[config.mk]
export PLATFORM = sky130hd
export DESIGN_NAME = pixel_fetch_responder
export DESIGN_NICKNAME = d
export VERILOG_FILES = /design/src/rtl/pixel_fetch_responder.sv
export SDC_FILE = /design/constraint.sdc
export NUM_CORES = 1
export LEC_CHECK = 0
export ABC_AREA = 1
export CAP_MARGIN = 20
export CORE_AREA = 5 5 151 153
export CTS_CLUSTER_DIAMETER = 60
export DETAILED_ROUTE_END_ITERATION = 16
export DIE_AREA = 0 0 156 158
export PLACE_DENSITY = 0.74
export RECOVER_POWER = 25
export SYNTH_ARGS = -nofsm -noshare
export SYNTH_HDL_FRONTEND = slang
export SYNTH_SLANG_ARGS = --single-unit
[constraint.sdc]
create_clock -name clk -period 6.21 [get_ports clk]
set_input_delay 0.9315 -clock clk [delete_from_list [all_inputs] [get_ports clk]]
set_output_delay 0.9315 -clock clk [all_outputs]
set_load 0.01 [all_outputs]
[src/rtl/pixel_fetch_responder.sv]
`default_nettype none
// ============================================================================
// Module   : pixel_fetch_responder
// Purpose  : Queues byte-read requests, issues them to the framebuffer RAM and
//            returns the bytes in request order. Optional macro
//            FETCH_OVERFLOW_EN adds the sticky overflow_err output.
// Revision : 1.0 - initial release
// ============================================================================
module pixel_fetch_responder #(
  parameter int ADDRESS_WIDTH   = 25,
  parameter int FIFO_DEPTH      = 8,
  parameter int MAX_OUTSTANDING = 4
) (
  input  logic                     clk,
  input  logic                     reset_n,
  input  logic [ADDRESS_WIDTH-1:0] req_address,
  input  logic                     req_valid,
  output logic                     req_full,
  output logic [7:0]               rsp_data,
  output logic                     rsp_valid,
  output logic [ADDRESS_WIDTH-1:0] ram_address,
  output logic                     ram_rd,
  input  logic                     ram_ready,
  input  logic [7:0]               ram_rdata,
  input  logic                     ram_rvalid
`ifdef FETCH_OVERFLOW_EN
  ,
  output logic                     overflow_err
`endif
);

  localparam int PTR_W = (FIFO_DEPTH > 1) ? $clog2(FIFO_DEPTH) : 1;
  localparam int CNT_W = PTR_W + 1;
  localparam logic [CNT_W-1:0] C_DEPTH   = CNT_W'(FIFO_DEPTH);
  localparam logic [3:0]       C_MAX_OUT = 4'(MAX_OUTSTANDING);

  localparam logic [1:0] S_IDLE  = 2'd0;
  localparam logic [1:0] S_ISSUE = 2'd1;
  localparam logic [1:0] S_LIMIT = 2'd2;

  logic [ADDRESS_WIDTH-1:0] mem_q [FIFO_DEPTH];
  logic [PTR_W-1:0]         wr_ptr_q, rd_ptr_q;
  logic [CNT_W-1:0]         count_q, count_d;
  logic [3:0]               out_q, out_d;
  logic [1:0]               state_q, state_d;
  logic                     full_q, full_d;
  logic                     rsp_valid_q;
  logic [7:0]               rsp_data_q;

  logic w_push, w_accept, w_ret;

  assign w_push   = req_valid && !full_q;
  assign w_accept = (state_q == S_ISSUE) && ram_ready;
  // Returns with nothing outstanding (including data in flight across a reset) are dropped.
  assign w_ret    = ram_rvalid && (out_q != 4'd0);

  always_comb begin
    count_d = count_q + CNT_W'(w_push) - CNT_W'(w_accept);
    out_d   = out_q + 4'(w_accept) - 4'(w_ret);
    full_d  = (count_d == C_DEPTH);
    state_d = S_ISSUE;
    if (count_d == '0) begin
      state_d = S_IDLE;
    end else if (out_d == C_MAX_OUT) begin
      state_d = S_LIMIT;
    end
  end

  always_ff @(posedge clk or negedge reset_n) begin
    if (!reset_n) begin
      wr_ptr_q    <= '0;
      rd_ptr_q    <= '0;
      count_q     <= '0;
      out_q       <= '0;
      state_q     <= S_IDLE;
      full_q      <= 1'b0;
      rsp_valid_q <= 1'b0;
      rsp_data_q  <= '0;
    end else begin
      count_q     <= count_d;
      out_q       <= out_d;
      state_q     <= state_d;
      full_q      <= full_d;
      rsp_valid_q <= w_ret;
      if (w_push) begin
        wr_ptr_q <= wr_ptr_q + 1'b1;
      end
      if (w_accept) begin
        rd_ptr_q <= rd_ptr_q + 1'b1;
      end
      if (w_ret) begin
        rsp_data_q <= ram_rdata;
      end
    end
  end

  // Storage needs no reset: entries are only visible while count is non-zero.
  always_ff @(posedge clk) begin
    if (w_push) begin
      mem_q[wr_ptr_q] <= req_address;
    end
  end

`ifdef FETCH_OVERFLOW_EN
  logic ovf_q;
  always_ff @(posedge clk or negedge reset_n) begin
    if (!reset_n) begin
      ovf_q <= 1'b0;
    end else if ((req_valid && full_q) || (ram_rvalid && (out_q == 4'd0))) begin
      ovf_q <= 1'b1;
    end
  end
  assign overflow_err = ovf_q;
`endif

  // The head only moves on accept, so the address stays stable while waiting for ram_ready.
  assign ram_address = (count_q != '0) ? mem_q[rd_ptr_q] : '0;
  assign ram_rd      = (state_q == S_ISSUE);
  assign req_full    = full_q;
  assign rsp_valid   = rsp_valid_q;
  assign rsp_data    = rsp_data_q;

endmodule
`default_nettype wire
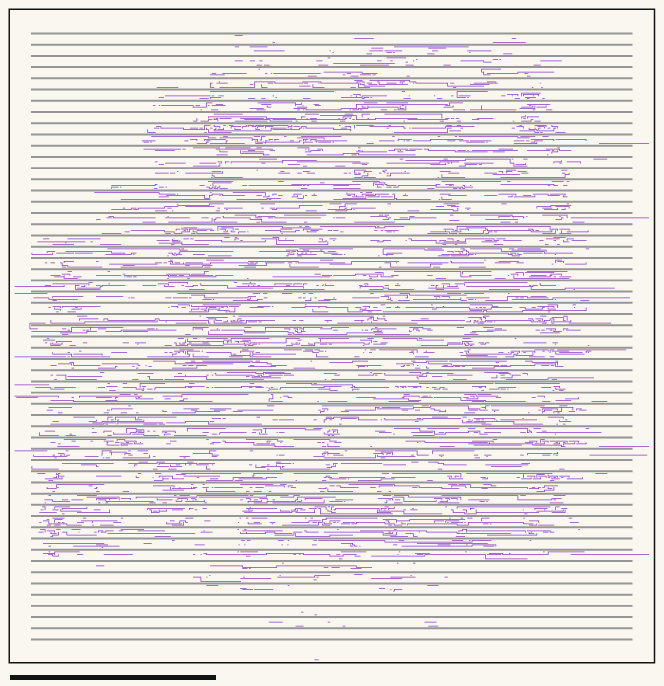
Figure 1: run 1, metal 1.
The bar under the picture is 50 um long. Supply wires on this layer in gray.
wire length on this layer = 8610 um
longest straight run = 33.6 um
share of all routed wire = 43%
main direction = horizontal

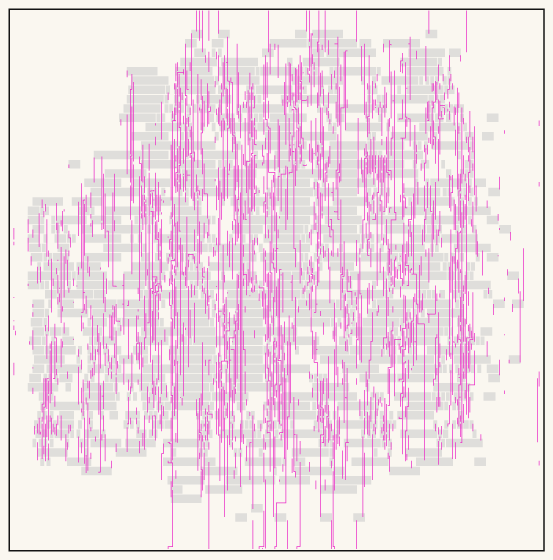
Figure 2: run 1, signal wires on met2.
Cells faint in the background.
wire length on this layer = 9630 um
main direction = vertical
share of all routed wire = 48%
nets with wire on the layer = 759

==> out/metrics.yaml, run 1 <==
logic_synthesis:
  area_leaders: "edfxtp_1, nand2_1, dfrtp_1, inv_1, nand3_1"
  synth.avg_cell_area_sq_um: 10.03
  ys_ff: 226
  netlist_area_sq_um: 9811
  synthAoiAreaFrac_pct: 0.2551
  synth_simple_gate_area_share_pct: 22.61
  yosys_warnings: 0
  ys_sh_xor_pct: 0.2678
pwr:
  p_comb_share_pct: 37.5
  clock_power_w: 0.00145
  switching_power_w: 0.001948
  switching_share_pct: 35.09
route:
  drtPass1Iterations: 5
  routedWlPerCell_um: 14.79
final_timing:
  slew_headroom_pct: 6.503
  min_period_ns: 3.937
  fin_skew_ns: 0.01071
  tns_ns: 0
  setup_slack_ns: 2.273
critical_path:
  critical-path-top-delay-family: "buffers and inverters"
  crit_chain: "buf_4 > nand2_1 > nand2_1 > nand2_1 > nand2_1 > nor2_1 > nor2_1 > clkdlybuf4s50_1"
  slowest_stage: "buf_4"
  crit_required_ns: 5.28
  r2r_start: "out_q[2]$_DFF_PN0_"
  worst-path-stages: 8
  cp-end-kind: "output pin"
cells_and_area:
  clock_area_share_pct: 6.928
  lay_top_cells: "nand2_1, edfxtp_1, inv_1"
  fill_cells: 1778
  lay_top_count: "nand2_1"
  seqAreaFraction_pct: 57.27
  comb_area_share_pct: 21.22
  clockBufferCount: 28
  fin_cells: 1349
  num-multi-input-gates: 580
clock_network:
  cts.sinks: 226
  htreeDepth: 1
  holdBufCountCts: 0
  clock.latency.late_pin_ns: 0.51
status:
  outcome: "complete, no violations"
placement:
  dpl.hpwl_um: 11250
  routabilityCongestion: 0.7069
global_routing:
  first_global_vias: 6406
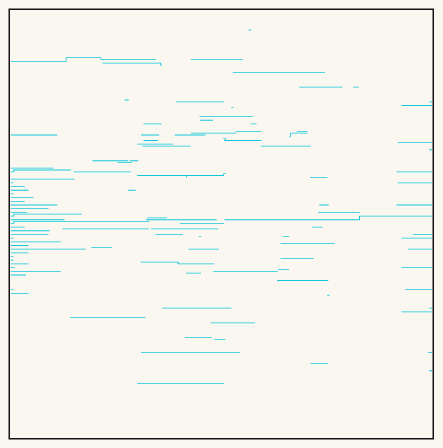
Figure 3: run 1, met3 routing.
main direction = horizontal
nets with wire on the layer = 77
share of all routed wire = 7.0%
longest straight run = 49.9 um
wire length on this layer = 1400 um

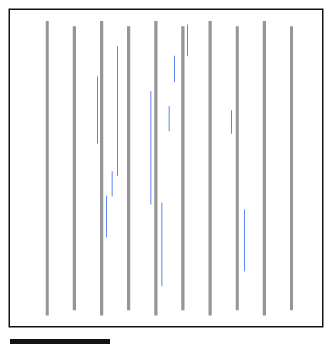
Figure 4: run 1, metal 4.
The bar under the picture is 50 um long. Supply wires on this layer in gray.
share of all routed wire = 1.6%
main direction = vertical

Figure 5. Track usage over the die (run 1).
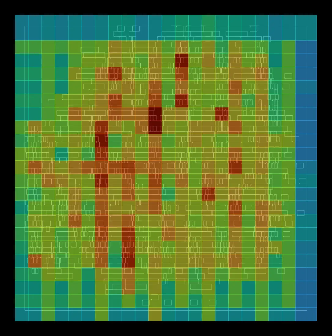

==> run 2: changes to the inputs <==
==> constraint.sdc (replaced) <==
create_clock -name clk -period 3.94 [get_ports clk]
set_input_delay 0.591 -clock clk [delete_from_list [all_inputs] [get_ports clk]]
set_output_delay 0.591 -clock clk [all_outputs]
set_load 0.01 [all_outputs]
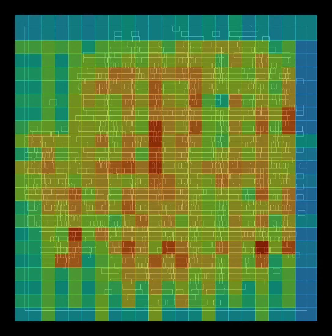
Figure 6: run 2, track usage over the die.
GR Layer Usage met3: 3.198%
grt peak-use layer: met2

==> out/metrics.yaml, run 2 <==
logic_synthesis:
  synth.avg_cell_area_sq_um: 10.03  # unchanged
  synth_simple_gate_area_share_pct: 22.61  # unchanged
  ys_ff: 226  # unchanged
  yosys_warnings: 0  # unchanged
  ys_sh_xor_pct: 0.2678  # unchanged
  area_leaders: "edfxtp_1, nand2_1, dfrtp_1, inv_1, nand3_1"
  synthAoiAreaFrac_pct: 0.2551  # unchanged
floorplan:
  boundaryPins: 74
cells_and_area:
  lay_top_count: "nand2_1"
  comb_area_share_pct: 21.24  # about the same
  fill_cells: 1718  # -3.4%
  lay_top_cells: "nand2_1, edfxtp_1, inv_1"
  n_all_buffers: 91
  num-multi-input-gates: 580  # unchanged
  clock_area_share_pct: 6.321  # -0.61 points
  fin_cells: 1351  # +0.15%
  clockBufferCount: 33  # +18%
clock_network:
  cts.sinks: 226  # unchanged
  cts_setup_buffers: 0
  clock.latency.late_pin_ns: 0.50  # about the same
pwr:
  clock_power_w: 0.00210  # +45%
  irDropWorstVdd_uv: 403.0
  p_comb_share_pct: 38.9  # +1.4 points
  switching_power_w: 0.003071  # +58%
  seqPwrFrac_pct: 36.8
  switching_share_pct: 35.63  # +0.54 points
critical_path:
  worst-path-stages: 9  # +1
  cp-end-kind: "output pin"
  critical-path-top-delay-family: "buffers and inverters"
  crit_chain: "inv_2 > buf_12 > nand2_1 > nand2_1 > nand2_1 > nand2_1 > nor2_1 > nor2_1 > clkdlybuf4s50_1"
  slowest_stage: "clkdlybuf4s50_1"
  crit_required_ns: 3.35  # -1.93 ns
  r2r_start: "out_q[2]$_DFF_PN0_"
status:
  outcome: "complete, no violations"
route:
  drtPass1Iterations: 5  # unchanged
  routedWlPerCell_um: 15.00  # +1.4%
final_timing:
  fin_skew_ns: 0.01249  # +0.001783 ns
  tns_ns: 0  # unchanged
  slew_headroom_pct: 9.747  # +3.2 points
  min_period_ns: 3.271
  setup_slack_ns: 0.6695  # -1.603 ns
placement:
  routabilityCongestion: 0.7653  # +8.3%
global_routing:
  first_global_vias: 6491  # +1.3%
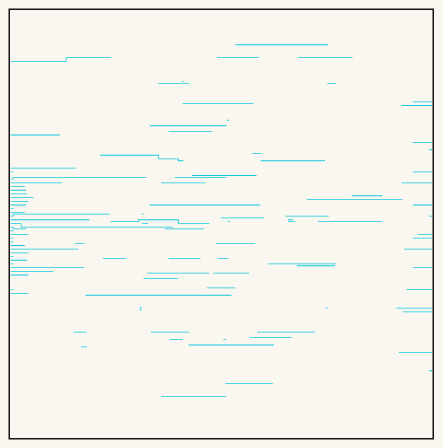
Figure 7: run 2, met3 routing.
share of all routed wire = 6.7%
wire length on this layer = 1350 um
main direction = horizontal
longest straight run = 55.9 um
nets with wire on the layer = 75

Figure 8. Metal 1 (run 2).
The bar under the picture is 50 um long. Supply wires on this layer in gray.
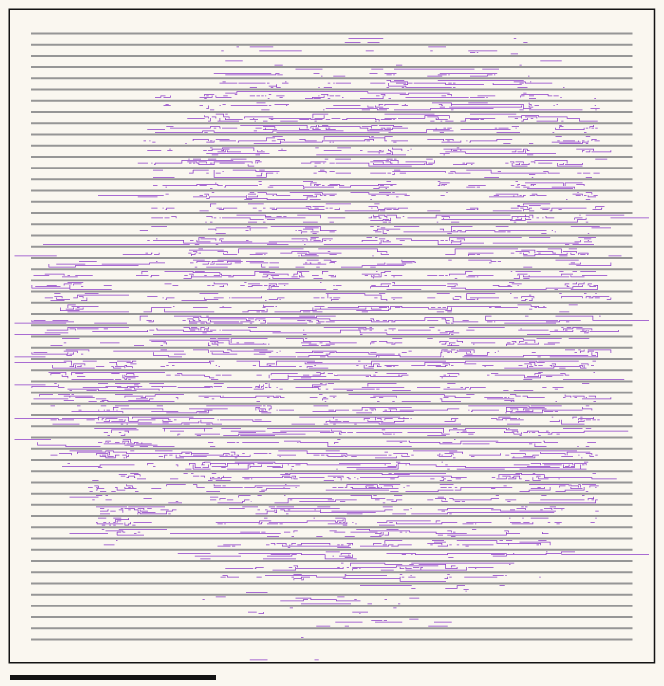

==> run 3: changes to the inputs <==
--- a/config.mk
+++ b/config.mk
@@ -11,7 +11,7 @@
 export CTS_CLUSTER_DIAMETER = 60
 export DETAILED_ROUTE_END_ITERATION = 16
 export DIE_AREA = 0 0 156 158
-export PLACE_DENSITY = 0.74
+export PLACE_DENSITY = 0.76
 export RECOVER_POWER = 25
 export SYNTH_ARGS = -nofsm -noshare
 export SYNTH_HDL_FRONTEND = slang
==> constraint.sdc (replaced) <==
create_clock -name clk -period 3 [get_ports clk]
set_input_delay 0.45 -clock clk [delete_from_list [all_inputs] [get_ports clk]]
set_output_delay 0.45 -clock clk [all_outputs]
set_load 0.01 [all_outputs]
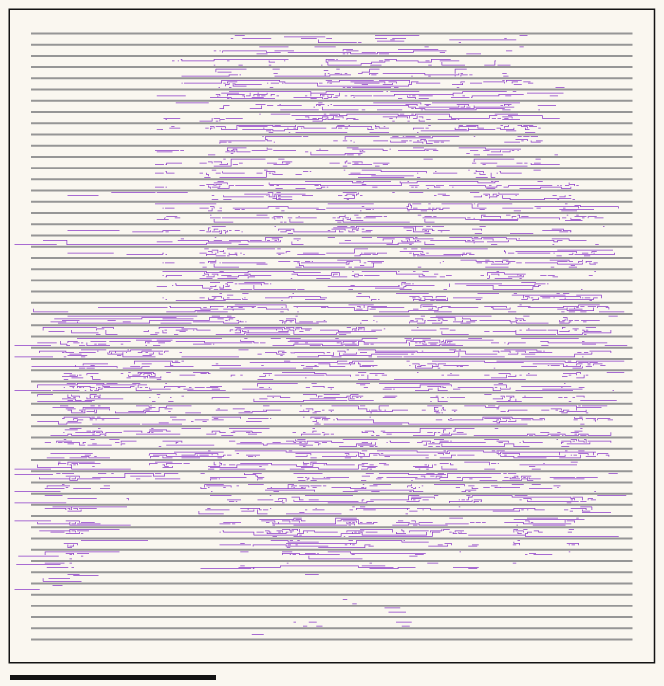
Figure 9: run 3, metal 1.
The bar under the picture is 50 um long. Supply wires on this layer in gray.
nets with wire on the layer = 1017
share of all routed wire = 41%
longest straight run = 35.0 um
main direction = horizontal

==> out/metrics.yaml, run 3 <==
route:
  drtPass1Iterations: 6  # +1
final_timing:
  fin_skew_ns: 0.01472  # +0.002231 ns
  min_period_ns: 2.882
  tns_ns: 0  # unchanged
  slew_headroom_pct: 47.30  # +38 points
  clock.fmax_mhz: 347.0
  setup_slack_ns: 0.1179  # -0.5516 ns
logic_synthesis:
  synth.avg_cell_area_sq_um: 10.03  # unchanged
  synthAoiAreaFrac_pct: 0.2551  # unchanged
  area_leaders: "edfxtp_1, nand2_1, dfrtp_1, inv_1, nand3_1"
  ys_seq_share_pct: 67.85
  synth_simple_gate_area_share_pct: 22.61  # unchanged
critical_path:
  critical-path-top-delay-family: "buffers and inverters"
  crit_chain: "inv_4 > buf_12 > nand2_1 > nand2_1 > nand2_1 > nand2_1 > nor2_1 > nor2_1 > clkdlybuf4s50_1"
  worst-path-stages: 9  # unchanged
  reg2reg_setup_slack_ns: 0.37
  startpoint: "rd_ptr_q[0]$_DFFE_PN0P_"
  crit_required_ns: 2.55  # -0.80 ns
pwr:
  comb_cell_power_w: 0.00475
  irDropWorstVdd_uv: 789.1  # +96%
  p_comb_share_pct: 41.1  # +2.2 points
  switching_share_pct: 36.06  # +0.44 points
  clock_power_w: 0.00271  # +29%
clock_network:
  cts.sinks: 226  # unchanged
  cts_setup_buffers: 0  # unchanged
  clockBufferDepth: 3
  clock.latency.late_pin_ns: 0.52  # +0.02 ns
cells_and_area:
  clock_area_share_pct: 6.228  # -0.093 points
  fill_cells: 1773  # +3.2%
  n_all_buffers: 99  # +8.8%
  comb_area_share_pct: 21.04  # -0.20 points
  num-multi-input-gates: 580  # unchanged
  lay_top_cells: "nand2_1, edfxtp_1, inv_1"
global_routing:
  met3_usage_pct: 3.417  # +0.22 points
floorplan:
  boundaryPins: 74  # unchanged
status:
  outcome: "complete, no violations"
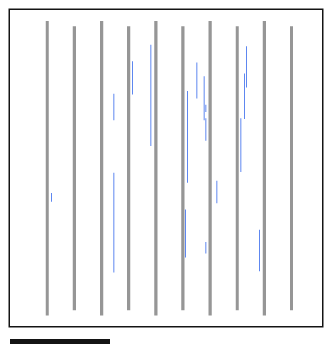
Figure 10: run 3, metal 4.
The bar under the picture is 50 um long. Supply wires on this layer in gray.
main direction = vertical
longest straight run = 50.3 um
nets with wire on the layer = 12

No activity file was given, so power comes from the tool's default toggle rates.
